==> src/rtl/reset_seq_if.sv <==
// Reset sequencer bundle: reset requests in, staged resets and status out.
//   src_n   : asynchronous active-low reset requests, one bit per source
//   src_en  : per-source enable, 0 masks the source
//   sw_res  : synchronous active-high reset request
//   res_out : active-high reset per stage, stage 0 released first
//   busy    : high while the sequencer is not in RUN
//   cause   : sticky record of the last re-reset {sw_res, sources}
interface reset_seq_if #(
  parameter int unsigned NUM_SRC    = 2,
  parameter int unsigned NUM_STAGES = 2
);
  logic [NUM_SRC-1:0]    src_n;
  logic [NUM_SRC-1:0]    src_en;
  logic                  sw_res;
  logic [NUM_STAGES-1:0] res_out;
  logic                  busy;
  logic [NUM_SRC:0]      cause;

  modport master (
    output src_n, src_en, sw_res,
    input  res_out, busy, cause
  );

  modport slave (
    input  src_n, src_en, sw_res,
    output res_out, busy, cause
  );
endinterface

==> src/rtl/reset_seq.sv <==
// Reset sequencer: synchronizes and debounces asynchronous reset sources, holds all
// reset stages asserted until HOLD_CYCLES request-free cycles have passed, then releases
// the stages one by one, STAGE_GAP cycles apart.
//   clock_160 : sole clock
//   nres      : synchronous active-low reset
//   bus       : reset_seq_if slave (src_n, src_en, sw_res in; res_out, busy, cause out)
module reset_seq #(
  parameter int unsigned NUM_SRC         = 2,
  parameter int unsigned SYNC_STAGES     = 2,
  parameter int unsigned DEBOUNCE_CYCLES = 16,
  parameter int unsigned HOLD_CYCLES     = 1600000,
  parameter int unsigned CNT_W           = 24,
  parameter int unsigned NUM_STAGES      = 2,
  parameter int unsigned STAGE_GAP       = 16
) (
  input logic         clock_160,
  input logic         nres,
  reset_seq_if.slave  bus
);

  localparam int unsigned DW = (DEBOUNCE_CYCLES > 1) ? $clog2(DEBOUNCE_CYCLES) : 1;
  localparam int unsigned GW = (STAGE_GAP > 1) ? $clog2(STAGE_GAP) : 1;
  localparam int unsigned SW = (NUM_STAGES > 1) ? $clog2(NUM_STAGES) : 1;

  typedef enum logic [1:0] {StHold, StRelease, StRun} state_e;

  logic [NUM_SRC-1:0][SYNC_STAGES-1:0] sync_q;
  logic [NUM_SRC-1:0]                  src_act_q, src_act_d;
  logic [NUM_SRC-1:0][DW-1:0]          dcnt_q, dcnt_d;
  state_e                              state_q, state_d;
  logic [CNT_W-1:0]                    hcnt_q, hcnt_d;
  logic [GW-1:0]                       gcnt_q, gcnt_d;
  logic [SW-1:0]                       stg_q, stg_d;
  logic [NUM_STAGES-1:0]               res_q, res_d;
  logic [NUM_SRC:0]                    cause_q, cause_d;
  logic                                req;

  // Debounce: flip src_act only after DEBOUNCE_CYCLES consecutive disagreeing samples.
  always_comb begin
    src_act_d = src_act_q;
    dcnt_d    = dcnt_q;
    for (int i = 0; i < int'(NUM_SRC); i++) begin
      if (!sync_q[i][SYNC_STAGES-1] != src_act_q[i]) begin
        if (dcnt_q[i] == DW'(DEBOUNCE_CYCLES - 1)) begin
          src_act_d[i] = ~src_act_q[i];
          dcnt_d[i]    = '0;
        end else begin
          dcnt_d[i] = dcnt_q[i] + DW'(1);
        end
      end else begin
        dcnt_d[i] = '0;
      end
    end
  end

  // src_en is applied after debouncing so toggling it never restarts a debounce.
  assign req = (|(src_act_q & bus.src_en)) | bus.sw_res;

  always_comb begin
    state_d = state_q;
    hcnt_d  = hcnt_q;
    gcnt_d  = gcnt_q;
    stg_d   = stg_q;
    res_d   = res_q;
    cause_d = cause_q;
    unique case (state_q)
      StHold: begin
        res_d = '1;
        if (req) begin
          hcnt_d = '0;
        end else if (hcnt_q == CNT_W'(HOLD_CYCLES - 1)) begin
          hcnt_d   = '0;
          gcnt_d   = '0;
          res_d[0] = 1'b0;
          if (NUM_STAGES == 1) begin
            state_d = StRun;
            stg_d   = '0;
          end else begin
            state_d = StRelease;
            stg_d   = SW'(1);
          end
        end else begin
          hcnt_d = hcnt_q + CNT_W'(1);
        end
      end
      StRelease: begin
        if (req) begin
          state_d = StHold;
          res_d   = '1;
          hcnt_d  = '0;
          gcnt_d  = '0;
          stg_d   = '0;
          cause_d = {bus.sw_res, src_act_q & bus.src_en};
        end else if (gcnt_q == GW'(STAGE_GAP - 1)) begin
          // stg_q names the next stage to drop
          res_d[stg_q] = 1'b0;
          gcnt_d       = '0;
          stg_d        = stg_q + SW'(1);
          if (stg_q == SW'(NUM_STAGES - 1)) begin
            state_d = StRun;
          end
        end else begin
          gcnt_d = gcnt_q + GW'(1);
        end
      end
      StRun: begin
        if (req) begin
          state_d = StHold;
          res_d   = '1;
          hcnt_d  = '0;
          gcnt_d  = '0;
          stg_d   = '0;
          cause_d = {bus.sw_res, src_act_q & bus.src_en};
        end
      end
      default: begin
        state_d = StHold;
        res_d   = '1;
        hcnt_d  = '0;
        gcnt_d  = '0;
        stg_d   = '0;
      end
    endcase
  end

  always_ff @(posedge clock_160) begin
    if (!nres) begin
      sync_q    <= '1;
      src_act_q <= '0;
      dcnt_q    <= '0;
      state_q   <= StHold;
      hcnt_q    <= '0;
      gcnt_q    <= '0;
      stg_q     <= '0;
      res_q     <= '1;
      cause_q   <= '0;
    end else begin
      for (int i = 0; i < int'(NUM_SRC); i++) begin
        sync_q[i] <= {sync_q[i][SYNC_STAGES-2:0], bus.src_n[i]};
      end
      src_act_q <= src_act_d;
      dcnt_q    <= dcnt_d;
      state_q   <= state_d;
      hcnt_q    <= hcnt_d;
      gcnt_q    <= gcnt_d;
      stg_q     <= stg_d;
      res_q     <= res_d;
      cause_q   <= cause_d;
    end
  end

  assign bus.res_out = res_q;
  assign bus.busy    = (state_q != StRun);
  assign bus.cause   = cause_q;

endmodule

==> src/flat_wrapper.sv <==
// flat-port wrapper written by rule: the top's interface ports become plain ports
module reset_seq_flat 
#(
  parameter int unsigned NUM_SRC         = 2,
  parameter int unsigned SYNC_STAGES     = 2,
  parameter int unsigned DEBOUNCE_CYCLES = 16,
  parameter int unsigned HOLD_CYCLES     = 1600000,
  parameter int unsigned CNT_W           = 24,
  parameter int unsigned NUM_STAGES      = 2,
  parameter int unsigned STAGE_GAP       = 16
)
  (clock_160, nres, bus_src_n, bus_src_en, bus_sw_res, bus_res_out, bus_busy, bus_cause);
  reset_seq_if #(.NUM_SRC(NUM_SRC), .NUM_STAGES(NUM_STAGES)) bus_i ();
  input logic clock_160;
  input logic nres;
  input wire logic [$bits(bus_i.src_n)-1:0] bus_src_n;
  input wire logic [$bits(bus_i.src_en)-1:0] bus_src_en;
  input wire logic [$bits(bus_i.sw_res)-1:0] bus_sw_res;
  output wire logic [$bits(bus_i.res_out)-1:0] bus_res_out;
  output wire logic [$bits(bus_i.busy)-1:0] bus_busy;
  output wire logic [$bits(bus_i.cause)-1:0] bus_cause;
  assign bus_i.src_n = bus_src_n;
  assign bus_i.src_en = bus_src_en;
  assign bus_i.sw_res = bus_sw_res;
  assign bus_res_out = bus_i.res_out;
  assign bus_busy = bus_i.busy;
  assign bus_cause = bus_i.cause;
  reset_seq #(.NUM_SRC(NUM_SRC), .SYNC_STAGES(SYNC_STAGES), .DEBOUNCE_CYCLES(DEBOUNCE_CYCLES), .HOLD_CYCLES(HOLD_CYCLES), .CNT_W(CNT_W), .NUM_STAGES(NUM_STAGES), .STAGE_GAP(STAGE_GAP)) u_core (.clock_160(clock_160), .nres(nres), .bus(bus_i));
endmodule
==> config.mk <==
export PLATFORM = sky130hd
export DESIGN_NAME = reset_seq_flat
export DESIGN_NICKNAME = d
export VERILOG_FILES = /design/src/rtl/reset_seq_if.sv /design/src/rtl/reset_seq.sv /design/src/flat_wrapper.sv
export SDC_FILE = /design/constraint.sdc
export NUM_CORES = 1
export LEC_CHECK = 0
export CAP_MARGIN = 10
export CORE_MARGIN = 2
export CORE_UTILIZATION = 45
export CTS_BUF_LIST = sky130_fd_sc_hd__clkbuf_16
export CTS_CLUSTER_SIZE = 16
export DETAILED_ROUTE_END_ITERATION = 10
export SYNTH_ARGS = -nofsm -noshare
export SYNTH_HDL_FRONTEND = slang
export SYNTH_SLANG_ARGS = --single-unit
==> constraint.sdc <==
create_clock -name clock_160 -period 4.2 [get_ports clock_160]
set_input_delay 1.26 -clock clock_160 [delete_from_list [all_inputs] [get_ports clock_160]]
set_output_delay 1.26 -clock clock_160 [all_outputs]
set_load 0.05 [all_outputs]
==> run_results.csv, run 1 <==
group,metric,value,unit
status,result_of_the_run,"finished clean",
final_layout,largestClassByArea,"logic gates",
power,internal_power,0.704,mW
logic_synthesis,synthesis.yosys.warnings,0,
timing,postLayoutSetupSlackWorst,1080,ps
final_layout,final.clkbuf_count,5,
final_layout,fin_area,2730,um^2
setup_path,worst-r2r-cell-count,5,
global_route,antenna_found_initial,0,
setup_path,cp-end-kind,"output port",
clock_tree,clk_pin_slew_worst_paths,60,ps
final_layout,tally_of_non_filler_cells_in_the_final_layout,351,
clock_tree,cts-root-to-sink-buffers,2,
routing,wl_met2,2080,um
final_layout,multiInputCombCellCount,198,
timing,holdWs,420,ps
placed_design,dp_cells,344,
setup_path,data_arrival_time_at_the_worst_slack_endpoint,1860,ps
routing,detailroute.wirelength.met3,186,um
power,clkPwrFrac,0.423,
setup_path,critical_path_peak_fanout,7,
logic_synthesis,yosys-top-cells-area,"sky130_fd_sc_hd__dfxtp_1 (42%), sky130_fd_sc_hd__xor2_1 (7.7%), sky130_fd_sc_hd__nor2_1 (5.2%), sky130_fd_sc_hd__nand3_1 (4.8%), sky130_fd_sc_hd__nand2_1 (4.4%)",
floorplanning,n_tap_cell,70,
final_layout,finish.utilization,0.534,
placed_design,placed_cell_area,2590,um^2
setup_path,timing.critical_path.buf_inv,3,
floorplanning,top_level_ports,13,
logic_synthesis,ys_types,50,
run,max_cap_violations,0,
final_layout,sh_comb_area,0.482,
logic_synthesis,leading_cell_type_by_number_of_instances_after_synthesis,"sky130_fd_sc_hd__dfxtp_1",
final_layout,final_common_cell,"sky130_fd_sc_hd__dfxtp_1",
logic_synthesis,post-synth-top-area-cell,"sky130_fd_sc_hd__dfxtp_1",
routing,routed_via_density,5.33,
final_layout,clock_cell_area_share,0.0500,
floorplanning,chip_area,5890,um^2
setup_path,worstPathCellList,"inv_1 -> ha_1 -> inv_1 -> clkdlybuf4s50_1",
logic_synthesis,post_synth_fa_ha_maj_area_fraction,0.0368,
routing,dr.max_layer_used,"met4",
## run 1: power by group through the flow
stage	clock network, mW	logic (mW)	registers (mW)
final	0.373	0.0291	0.480
after detailed placement	0	0.0292	0.490
after CTS	0.389	0.0294	0.479
after global routing	0.410	0.0328	0.480
after floorplan	0	0.0148	0.490
after global placement	0	0.0289	0.490
## run 1: state kept, by name, summed over array words and instances (netlist names)
| signal | flops |
|---|---|
| u_core.state_q | 2 |
| u_core.bus.res_out | 2 |
| u_core.sync_q | 4 |
| u_core.hcnt_q | 24 |
| u_core.stg_q | 1 |
| u_core.src_act_q | 2 |
| u_core.bus.cause | 3 |
| u_core.gcnt_q | 4 |
| u_core.dcnt_q | 8 |
Run 1, floorplan with the power grid:
(4 px per um) Pins as bars on the die edge.
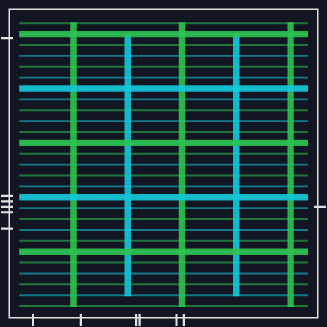
- VDD: cyan
- VSS: green
- met1 rails: 27
- rows: 26
- met5 straps: 5
- met4 straps: 5

Run 1, routed clock nets over the placement:
(8 px per um)
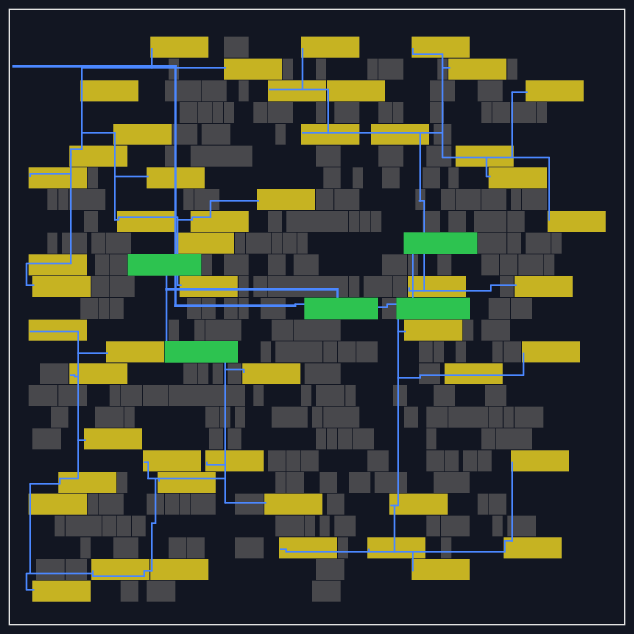
- cells driving clock nets: green (count 5)
- flip-flops: yellow (count 50)
- clock wires: blue (length 579 um)
- routed clock nets: 6

Run 1, routed metal, one colour a layer:
(4 px per um) Two of the layers only.
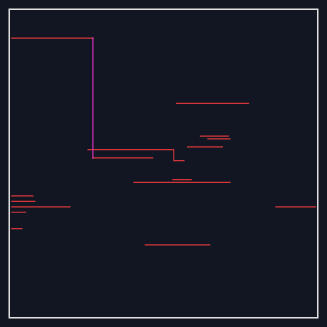
- met3: red (wire length 187 um)
- met4: magenta (wire length 29.9 um)

Run 1, placed cells, one colour a class:
(4 px per um) Fill, decap, tap and diode cells in grey.
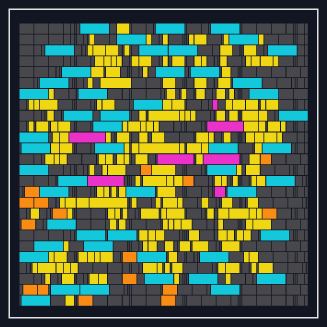

==> run 1 -> run 2 <==
clock period = 3.2 ns   (was 4.2 ns; I/O delays follow)
Run 2, placed cells, one colour a class:
(4 px per um) Fill, decap, tap and diode cells in grey.
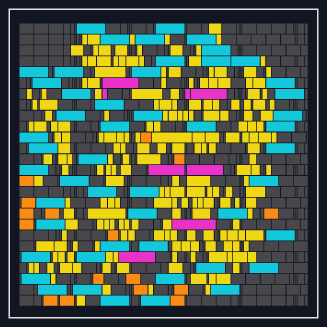
- clock drivers and dummy loads: magenta (cells 8; share of their area 6.1%)
- other buffers and delay cells: orange (cells 16; share of their area 5.6%)
- all other logic: yellow (cells 208; share of their area 51%)
- flip-flops: cyan (cells 50; share of their area 38%)

==> run 2 against run 1 <==
Effect of this change: synthesized cell count is the same; core utilization up 0.51 points; first-iteration DRC count is 37% lower; sequential power increased by 31%; critical endpoint unchanged; setup slack lost 720 ps; sequential cell count did not move; global-route usage fell by 0.68 points.
==> run_results.csv, run 2 <==
group,metric,value,unit
floorplanning,chip_area,5890,um^2
clock_tree,clk_pin_slew_worst_paths,60,ps
power,sequential_power,0.629,mW
placed_design,dp_cells,344,
logic_synthesis,leading_cell_type_by_number_of_instances_after_synthesis,"sky130_fd_sc_hd__dfxtp_1",
status,result_of_the_run,"finished clean",
setup_path,critical_path_peak_fanout,7,
timing,postLayoutSetupSlackWorst,362,ps
logic_synthesis,ys_types,50,
final_layout,registers.top_by_ff_count,"u_core.hcnt_q",
setup_path,timing.critical_path.buf_inv,3,
final_layout,largest_reg_flops,24,
logic_synthesis,yosys-top-cells-area,"sky130_fd_sc_hd__dfxtp_1 (42%), sky130_fd_sc_hd__xor2_1 (7.7%), sky130_fd_sc_hd__nor2_1 (5.2%), sky130_fd_sc_hd__nand3_1 (4.8%), sky130_fd_sc_hd__nand2_1 (4.4%)",
floorplanning,top_level_ports,13,
logic_synthesis,post-synth-top-area-cell,"sky130_fd_sc_hd__dfxtp_1",
final_layout,fin_area,2750,um^2
final_layout,tally_of_non_filler_cells_in_the_final_layout,352,
final_layout,largestRegisters,"u_core.hcnt_q x24, u_core.dcnt_q x8",
setup_path,cp-end-kind,"output port",
clock_tree,cts-root-to-sink-buffers,2,
==> run 2: cell counts after synthesis <==
Identical to the previous run, type by type.
==> run 2: layout make-up <==
class                   instances  area [um^2]  area share
inverters                      10         37.5      0.0136
clock inverters                 3         37.5      0.0136
clock buffers                   5          125      0.0454
flip-flops and latches         50         1000       0.363
multi-input cells             198         1320       0.478
repair buffers                 16          150      0.0545
well taps                      70         87.6      0.0318
==> run 2: routing by layer <==
metal,GRT usage,up-vias,share of wire
li1,-,974,-
met1,0.217,875,0.50
met2,0.280,27,0.45
met3,0.0400,5,0.028
met4,0.0600,0,0.013
met5,0,-,0
Power figures rest on the tool's default switching activity, not on a simulated workload.
